**Placement view**

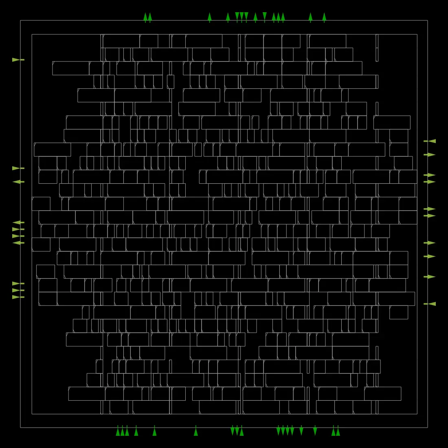
**Metal layers overlaid**

Scale bar: 20 µm.
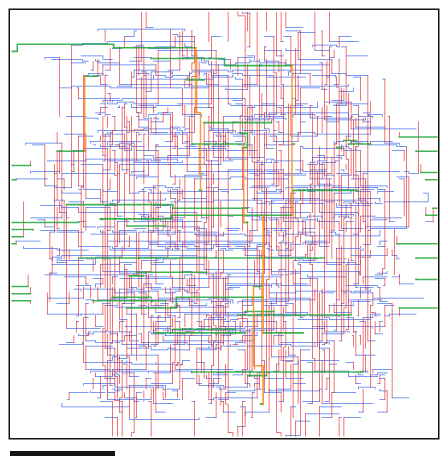
**Placement by cell class**

Scale bar: 20 µm. Fill, decap, tap and diode cells in grey.
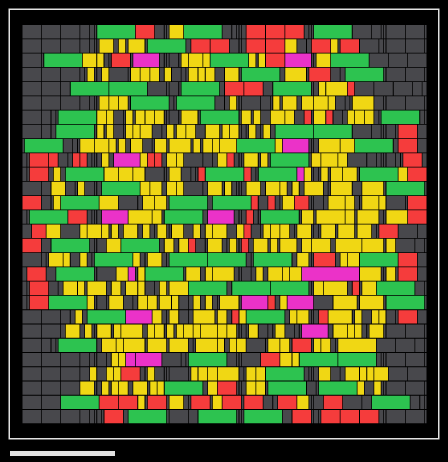
File: src/rtl/flp_adder_norm_stage.sv
// Second stage of the pseudo-softmax FP adder: leading-one normalisation, exponent saturation and vector tracking.
// Optional FLP_NORM_SAT_STICKY_EN adds vec_sat, a per-vector sticky OR of out_sat.
module flp_adder_norm_stage #(
  parameter int EXP_W     = 9,
  parameter int MANT_W    = 8,
  parameter int OUT_EXP_W = 8,
  parameter int CNT_W     = 8
) (
  input  logic                 clk,
  input  logic                 rst_n,
  input  logic                 in_valid,
  output logic                 in_ready,
  input  logic [EXP_W-1:0]     in_exp,
  input  logic [MANT_W-1:0]    in_mant,
  input  logic                 in_last,
  output logic                 out_valid,
  input  logic                 out_ready,
  output logic [OUT_EXP_W-1:0] out_exp,
  output logic [MANT_W-1:0]    out_mant,
  output logic                 out_zero,
  output logic                 out_sat,
  output logic                 out_last,
  output logic [CNT_W-1:0]     out_count
`ifdef FLP_NORM_SAT_STICKY_EN
  ,
  output logic                 vec_sat
`endif
);

  localparam int POS_W = (MANT_W > 1) ? $clog2(MANT_W) : 1;

  logic              v1;
  logic [EXP_W-1:0]  exp1;
  logic [MANT_W-1:0] mant1;
  logic [POS_W-1:0]  pos1;
  logic              zero1;
  logic              last1;
  logic [CNT_W-1:0]  cnt1;
  logic [CNT_W-1:0]  elem_cnt;

  logic              s2_load;
  logic              accept;
  logic [POS_W-1:0]  lead_pos;
  logic [POS_W-1:0]  shamt;
  logic [EXP_W:0]    exp_sum;
  logic              exp_ovf;

  assign s2_load  = !out_valid || out_ready;
  assign in_ready = !v1 || s2_load;
  assign accept   = in_valid && in_ready;

  // Highest set bit wins; the value is irrelevant for a zero mantissa.
  always_comb begin
    lead_pos = '0;
    for (int i = 0; i < MANT_W; i++) begin
      if (in_mant[i]) lead_pos = POS_W'(i);
    end
  end

  assign shamt   = POS_W'(MANT_W - 1) - pos1;
  assign exp_sum = (EXP_W+1)'(exp1) + (EXP_W+1)'(pos1);
  assign exp_ovf = exp_sum > (EXP_W+1)'({OUT_EXP_W{1'b1}});

  always_ff @(posedge clk) begin
    if (!rst_n) begin
      v1       <= 1'b0;
      exp1     <= '0;
      mant1    <= '0;
      pos1     <= '0;
      zero1    <= 1'b0;
      last1    <= 1'b0;
      cnt1     <= '0;
      elem_cnt <= '0;
    end else begin
      if (accept) begin
        v1       <= 1'b1;
        exp1     <= in_exp;
        mant1    <= in_mant;
        pos1     <= lead_pos;
        zero1    <= (in_mant == '0);
        last1    <= in_last;
        cnt1     <= elem_cnt + CNT_W'(1);
        elem_cnt <= in_last ? '0 : elem_cnt + CNT_W'(1);
      end else if (s2_load) begin
        v1 <= 1'b0;
      end
    end
  end

  // Output data only moves when a real word arrives, so idle inputs never reach the outputs.
  always_ff @(posedge clk) begin
    if (!rst_n) begin
      out_valid <= 1'b0;
      out_exp   <= '0;
      out_mant  <= '0;
      out_zero  <= 1'b0;
      out_sat   <= 1'b0;
      out_last  <= 1'b0;
      out_count <= '0;
    end else if (s2_load) begin
      out_valid <= v1;
      if (v1) begin
        out_last  <= last1;
        out_count <= cnt1;
        out_zero  <= zero1;
        if (zero1) begin
          out_mant <= '0;
          out_exp  <= '0;
          out_sat  <= 1'b0;
        end else begin
          out_mant <= mant1 << shamt;
          out_exp  <= exp_ovf ? {OUT_EXP_W{1'b1}} : exp_sum[OUT_EXP_W-1:0];
          out_sat  <= exp_ovf;
        end
      end
    end
  end

`ifdef FLP_NORM_SAT_STICKY_EN
  logic sat_acc;

  // Accumulates earlier words of the vector; the current word is ORed in combinationally.
  always_ff @(posedge clk) begin
    if (!rst_n) begin
      sat_acc <= 1'b0;
    end else if (out_valid && out_ready) begin
      sat_acc <= out_last ? 1'b0 : (sat_acc || out_sat);
    end
  end

  assign vec_sat = sat_acc || (out_valid && out_sat);
`endif

endmodule

File: config.mk
export PLATFORM = sky130hd
export DESIGN_NAME = flp_adder_norm_stage
export DESIGN_NICKNAME = d
export VERILOG_FILES = /design/src/rtl/flp_adder_norm_stage.sv
export SDC_FILE = /design/constraint.sdc
export NUM_CORES = 1
export LEC_CHECK = 0
export CORE_MARGIN = 2
export CORE_UTILIZATION = 53
export CTS_CLUSTER_DIAMETER = 120
export DETAILED_ROUTE_END_ITERATION = 8
export GPL_TIMING_DRIVEN = 0
export PLACE_DENSITY = 0.81
export RECOVER_POWER = 50
export SLEW_MARGIN = 20
export SYNTH_ARGS = -nofsm -noshare
export SYNTH_HDL_FRONTEND = slang
export SYNTH_SLANG_ARGS = --single-unit
File: constraint.sdc
create_clock -name clk -period 2.8 [get_ports clk]
set_input_delay 0.42 -clock clk [delete_from_list [all_inputs] [get_ports clk]]
set_output_delay 0.42 -clock clk [all_outputs]
set_load 0.05 [all_outputs]
==> PnR_summary.wiki <==
== Run summary ==
{| class="wikitable"
! Metric !! Value
|-
| Outcome || finished, final reports clean
|-
| TritonCTS clock tree || built
|-
| Endpoint class of the critical path || flop
|-
| Maximum fanout along the worst path || 10
|-
| Cell type taking the most area || multi-input combinational cells
|-
| Asr flop ratio synth || 0%
|-
| Comb pwr || 306 µW
|-
| Number of flip-flops in the largest register || 9
|-
| Count of plain and timing-repair buffers || 74
|-
| Gate count of the mapped netlist || 378
|-
| Part of the Yosys area used for sequential elements || 41.9%
|-
| Number of clock sinks || 67
|-
| Global-route track usage on met2 || 44.1%
|-
| DRT antenna net count || 0
|-
| Fraction of area in multi-input gates || 42.6%
|-
| Pin count of the biggest net entering global routing || 11
|-
| GR Util All Layers || 26.8%
|-
| Clock distribution power || 815 µW
|-
| Chain of cells forming the critical path || dlygate4sd3_1 -> nor2b_1 -> nand2b_1 -> clkbuf_1 -> clkbuf_1 -> nor2_1 -> nand2_1 -> o21ai_0
|-
| Worst R2R Start || pos1[1]
|-
| Max-cap violations || 0
|-
| Routability congestion estimate from global placement || 0.858
|-
| Net Sw Frac || 26.7%
|-
| Post-synth regs || 67
|-
| List of most frequent post-synthesis cells || 84 x nand2_1, 67 x dfxtp_1, 33 x a21boi_0
|-
| Fraction of power consumed by the clock network || 38.0%
|-
| Largest stage delay on the critical path || 0.55 ns
|-
| Synth logic family || simple AND/OR/NAND/NOR gates
|-
| Endpoint of the most critical register-to-register path || out_exp[3]
|-
| Hold Path Origin || in_last
|-
| Iteration tally of the first detailed-router pass || 4
|-
| Non-filler instance count after layout || 517
|-
| Pwr dens || 544 mW/mm²
|-
| Master of the slowest instance on the critical path || dlygate4sd3_1
|-
| Critical Path End || out_mant[6]
|-
| Clock buffer instance count of the final layout || 13
|-
| Number of cells in the design after placement || 502
|-
| WHS Path Cells || 3
|-
| Internal portion of total power || 1.57 mW
|}
-- 'placement view' (at the start) --
Layout Utilization: 66.9%
layout sequential cell count: 67
Well Taps: 75

-- 'metal layers overlaid' (at the start) --
[met2] red | wire length: 3900 µm
[met3] green | wire length: 494 µm
[met4] orange | wire length: 133 µm
[met1] blue | wire length: 3480 µm

-- 'placement by cell class' (at the start) --
[all other logic] yellow | cells: 286 | share of their area: 44%
[other buffers and delay cells] red | cells: 74 | share of their area: 16%
[flip-flops] green | cells: 67 | share of their area: 35%
[clock drivers and dummy loads] magenta | cells: 15 | share of their area: 5.0%

Power and IR drop assume default switching activity.
